===== src/rtl/relu_quant_drain_pkg.sv =====
// Shared types and default widths for the convolution engine's result drain.
package relu_quant_drain_pkg;
  localparam int DEF_DATA_W = 32;
  localparam int DEF_ADDR_W = 12;
  localparam int DEF_OUT_W  = 8;
  localparam int DEF_SHIFT  = 8;

  typedef enum logic [2:0] {
    IDLE,
    ARMED,
    READ,
    CAPT,
    SEND
  } state_e;
endpackage


===== src/rtl/relu_quant.sv =====
// ReLU followed by right-shift requantisation with unsigned saturation.
module relu_quant
  import relu_quant_drain_pkg::*;
#(
  parameter int DATA_W = DEF_DATA_W,
  parameter int OUT_W  = DEF_OUT_W,
  parameter int SHIFT  = DEF_SHIFT
) (
  input  logic [DATA_W-1:0] x,
  output logic [OUT_W-1:0]  q
);
  logic [DATA_W-1:0] r;
  logic [DATA_W-1:0] s;

  // r is non-negative after ReLU, so a logical shift equals the arithmetic one
  always_comb begin
    r = x[DATA_W-1] ? '0 : x;
    s = r >> SHIFT;
    q = (|s[DATA_W-1:OUT_W]) ? '1 : s[OUT_W-1:0];
  end
endmodule


===== src/rtl/relu_quant_drain.sv =====
// Drains the engine result buffer after done, quantises each word and streams
// 8-bit activations out over valid/ready, one word per read/capture/send trip.
module relu_quant_drain
  import relu_quant_drain_pkg::*;
#(
  parameter int DATA_W = DEF_DATA_W,
  parameter int ADDR_W = DEF_ADDR_W,
  parameter int OUT_W  = DEF_OUT_W,
  parameter int SHIFT  = DEF_SHIFT
) (
  input  logic              clk,
  input  logic              rst,
  input  logic              start,
  input  logic [ADDR_W-1:0] res_count,
  input  logic              done_in,
  output logic              mem_rd,
  output logic [ADDR_W-1:0] mem_addr,
  input  logic [DATA_W-1:0] mem_data,
  output logic [OUT_W-1:0]  out_data,
  output logic              out_valid,
  input  logic              out_ready,
  output logic              out_last,
  output logic              busy,
  output logic              drained
);
  localparam logic [ADDR_W-1:0] ADDR_ONE = {{(ADDR_W-1){1'b0}}, 1'b1};

  state_e              state_q, state_d;
  logic [ADDR_W-1:0]   count_q, count_d;
  logic [ADDR_W-1:0]   addr_q, addr_d;
  logic [ADDR_W-1:0]   mem_addr_q, mem_addr_d;
  logic                mem_rd_q, mem_rd_d;
  logic [OUT_W-1:0]    out_data_q, out_data_d;
  logic                out_valid_q, out_valid_d;
  logic                out_last_q, out_last_d;
  logic                drained_q, drained_d;
  logic                done_prev_q;
  logic [OUT_W-1:0]    q_val;
  logic                done_edge;
  logic                hs;

  relu_quant #(.DATA_W(DATA_W), .OUT_W(OUT_W), .SHIFT(SHIFT)) u_quant (
    .x (mem_data),
    .q (q_val)
  );

  assign done_edge = done_in & ~done_prev_q;
  assign hs        = out_valid_q & out_ready;

  always_comb begin
    state_d     = state_q;
    count_d     = count_q;
    addr_d      = addr_q;
    mem_addr_d  = mem_addr_q;
    mem_rd_d    = 1'b0;
    out_data_d  = out_data_q;
    out_valid_d = out_valid_q;
    out_last_d  = out_last_q;
    drained_d   = 1'b0;
    case (state_q)
      IDLE: if (start) begin
        count_d = res_count;
        addr_d  = '0;
        state_d = ARMED;
      end
      ARMED: if (done_edge) begin
        if (count_q == '0) begin
          drained_d = 1'b1;
          state_d   = IDLE;
        end else begin
          mem_rd_d   = 1'b1;
          mem_addr_d = addr_q;
          state_d    = READ;
        end
      end
      READ: state_d = CAPT;
      CAPT: begin
        out_data_d  = q_val;
        out_valid_d = 1'b1;
        out_last_d  = (addr_q == count_q - ADDR_ONE);
        state_d     = SEND;
      end
      SEND: if (hs) begin
        out_valid_d = 1'b0;
        out_last_d  = 1'b0;
        if (out_last_q) begin
          drained_d = 1'b1;
          state_d   = IDLE;
        end else begin
          // mem_addr is registered alongside the read strobe so it only moves on a read
          addr_d     = addr_q + ADDR_ONE;
          mem_addr_d = addr_q + ADDR_ONE;
          mem_rd_d   = 1'b1;
          state_d    = READ;
        end
      end
      default: state_d = IDLE;
    endcase
  end

  always_ff @(posedge clk or negedge rst) begin
    if (!rst) begin
      state_q     <= IDLE;
      count_q     <= '0;
      addr_q      <= '0;
      mem_addr_q  <= '0;
      mem_rd_q    <= 1'b0;
      out_data_q  <= '0;
      out_valid_q <= 1'b0;
      out_last_q  <= 1'b0;
      drained_q   <= 1'b0;
      done_prev_q <= 1'b0;
    end else begin
      state_q     <= state_d;
      count_q     <= count_d;
      addr_q      <= addr_d;
      mem_addr_q  <= mem_addr_d;
      mem_rd_q    <= mem_rd_d;
      out_data_q  <= out_data_d;
      out_valid_q <= out_valid_d;
      out_last_q  <= out_last_d;
      drained_q   <= drained_d;
      done_prev_q <= done_in;
    end
  end

  assign mem_rd    = mem_rd_q;
  assign mem_addr  = mem_addr_q;
  assign out_data  = out_data_q;
  assign out_valid = out_valid_q;
  assign out_last  = out_last_q;
  assign drained   = drained_q;
  assign busy      = (state_q != IDLE);
endmodule


===== config.mk =====
export PLATFORM = sky130hd
export DESIGN_NAME = relu_quant_drain
export DESIGN_NICKNAME = d
export VERILOG_FILES = /design/src/rtl/relu_quant_drain_pkg.sv /design/src/rtl/relu_quant.sv /design/src/rtl/relu_quant_drain.sv
export SDC_FILE = /design/constraint.sdc
export NUM_CORES = 1
export LEC_CHECK = 0
export CAP_MARGIN = 20
export CELL_PAD_IN_SITES_DETAIL_PLACEMENT = 1
export CELL_PAD_IN_SITES_GLOBAL_PLACEMENT = 1
export CORE_MARGIN = 5
export CORE_UTILIZATION = 39
export CTS_CLUSTER_SIZE = 24
export DETAILED_ROUTE_END_ITERATION = 12
export PLACE_DENSITY_LB_ADDON = 0.1
export SLEW_MARGIN = 25
export SYNTH_ARGS = -nofsm -noshare
export SYNTH_HDL_FRONTEND = slang
export SYNTH_SLANG_ARGS = --single-unit

===== constraint.sdc =====
create_clock -name clk -period 5.35 [get_ports clk]
set_clock_uncertainty 0.1 [all_clocks]
set_input_delay 1.07 -clock clk [delete_from_list [all_inputs] [get_ports clk]]
set_output_delay 1.07 -clock clk [all_outputs]
set_load 0.01 [all_outputs]

met2.png
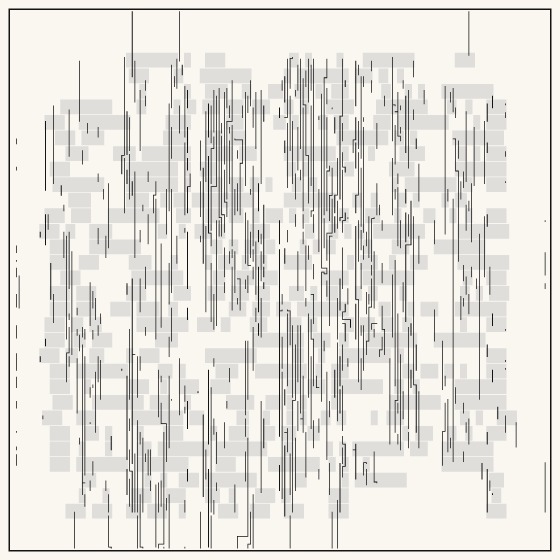
nets with wire on the layer: 349
main direction: vertical
longest straight run: 45.9 um
wire length on this layer: 3380 um
share of all routed wire: 47%

==> reports/results.tsv <==
metric	value	unit
vias	2378	
rsz0062_at_grt	no	
grt_pass1_wl	12.1	mm
final_layout_size_suffix_gt1_frac	0.0644	
hold-worst-slack	0.385	ns
post-route-period-util	0.539	
antenna_found_initial	0	
grt_pass1_vias	2489	
cp_max_fo	26	
die_area	0.00892	mm2
cts_tree	built	
cts_resized	0	
setup_viol	0	
port_buffers	65	
core_util_floorplan	0.405	
outcome	finished clean	
p_comb_frac	0.433	
cts.clk_slew.worst_paths	0.09	ns
seq_power_share	0.409	
clk_path_buf_depth	2	
fp.dieH	94.5	um
route.detailed.wl_per_inst	15.8	um
port_nets.png
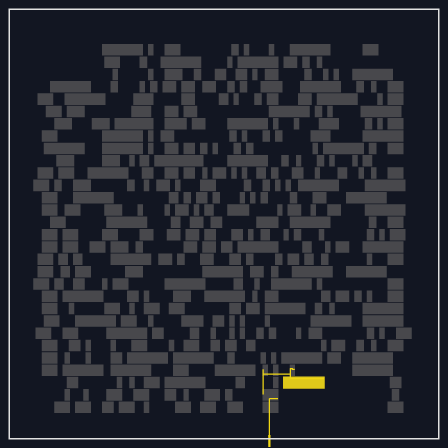
| port | color | direction | edge | end cells | buffers | wire |
|---|---|---|---|---|---|---|
| `out_valid` | yellow | output | bottom | 1 | 1 | 32.2 um |

[per-stage QoR]
stage / worst slack, ns / area (um2) / total power [W]
floorplan: 3.05 / 2780 / 0.00109
global placement: 2.13 / 3470 / 0.00137
detailed placement: 2.08 / 3470 / 0.00141
CTS: 2.44 / 3570 / 0.00168
global route: 2.20 / 3570 / 0.00179
finish: 2.46 / 3570 / 0.00166
[state kept, by name (all words and copies together) (netlist names)]
name         cells
count_q         12
out_data         8
done_prev_q      1
addr_q          12
out_valid        1
mem_addr        12
state_q          3
out_last         1
drained          1
mem_rd           1
[power groups by stage]
| stage | clock, W | sequential (W) | combinational [W] |
|---|---|---|---|
| final | 0.000260 | 0.000678 | 0.000717 |
| after global routing | 0.000288 | 0.000705 | 0.000794 |
| after CTS | 0.000270 | 0.000681 | 0.000730 |
| after detailed placement | 0 | 0.000687 | 0.000722 |
| after global placement | 0 | 0.000675 | 0.000698 |
| after floorplan | 0 | 0.000689 | 0.000397 |
[critical path: stages]
cell             delay (ns)
clkdlybuf4s50_1        0.48
nand2b_1               0.08
nor4_1                 0.29
inv_1                  0.10
o21ai_2                0.74
a21oi_1                0.07
o21ai_0                0.19
[cells by family (layout without fill, tap and decap cells)]
group	after synthesis	in the layout
and+or+nand+nor	119	119
AOI/OAI and AO/OA	62	62
DFF	52	52
buffers and inverters	29	82
xor gates and xnor gates	26	26
muxes	12	12
adders and majority gates	4	4
[layer usage]
metal / wire, um / track usage / vias to the layer above
met2: 3380 / 0.281 / 63
li1: - / - / 1145
met3: 418 / 0.0478 / 11
met4: 125 / 0.0565 / 0
met1: 3230 / 0.219 / 1159
met5: 0 / 0 / -
[area by class of cell]
cell class / count / area, um2
Fill cell: 806 / 3300
Multi-Input combinational cell: 223 / 1360
Sequential cell: 52 / 1300
Timing Repair Buffer: 66 / 653
Tap cell: 96 / 120
Clock buffer: 5 / 68.8
Inverter: 10 / 37.5
Clock inverter: 1 / 30.0
[how the worst min path moves through the flow]
stage	end	slack, ns	depth (start not counted)
after floorplan	state_q[0]	0.39	1
after global placement	out_data[2]	0.36	2
after detailed placement	out_data[1]	0.37	2
after CTS	out_data[4]	0.40	2
after global routing	out_data[1]	0.42	2
final	out_data[1]	0.39	2
[placed cells by master (no fill, tap or decap), drive strengths merged, types with 2 or more instances in the layout]
cell            n
o2111ai         2
nand3b          5
a21oi          14
ha              4
a31oi           3
o21ai          20
o21a            2
nor4b           2
nor4            4
buf             2
or3             3
and3            5
nor3            8
nand2          41
clkbuf          5
inv             9
nor2           38
nand4           3
a22o            3
o31ai          15
mux2           11
clkdlybuf4s50  64
xor2           12
dfrtp          52
xnor2          14
nand3           7
[synthesized netlist by cell type (2+ instances only)]
library cell / n
a21oi_1: 14
a22o_1: 3
a31oi_1: 3
and3_1: 5
buf_2: 4
clkbuf_1: 13
dfrtp_1: 52
ha_1: 4
inv_1: 9
mux2_2: 11
nand2_1: 40
nand3_1: 7
nand3b_1: 5
nand4_1: 3
nor2_1: 38
nor3_1: 8
nor4_1: 4
o2111ai_1: 2
o21a_1: 2
o21ai_0: 19
o31ai_1: 15
or3_1: 3
xnor2_1: 14
xor2_1: 12
No activity file was given, so power comes from the tool's default toggle rates.
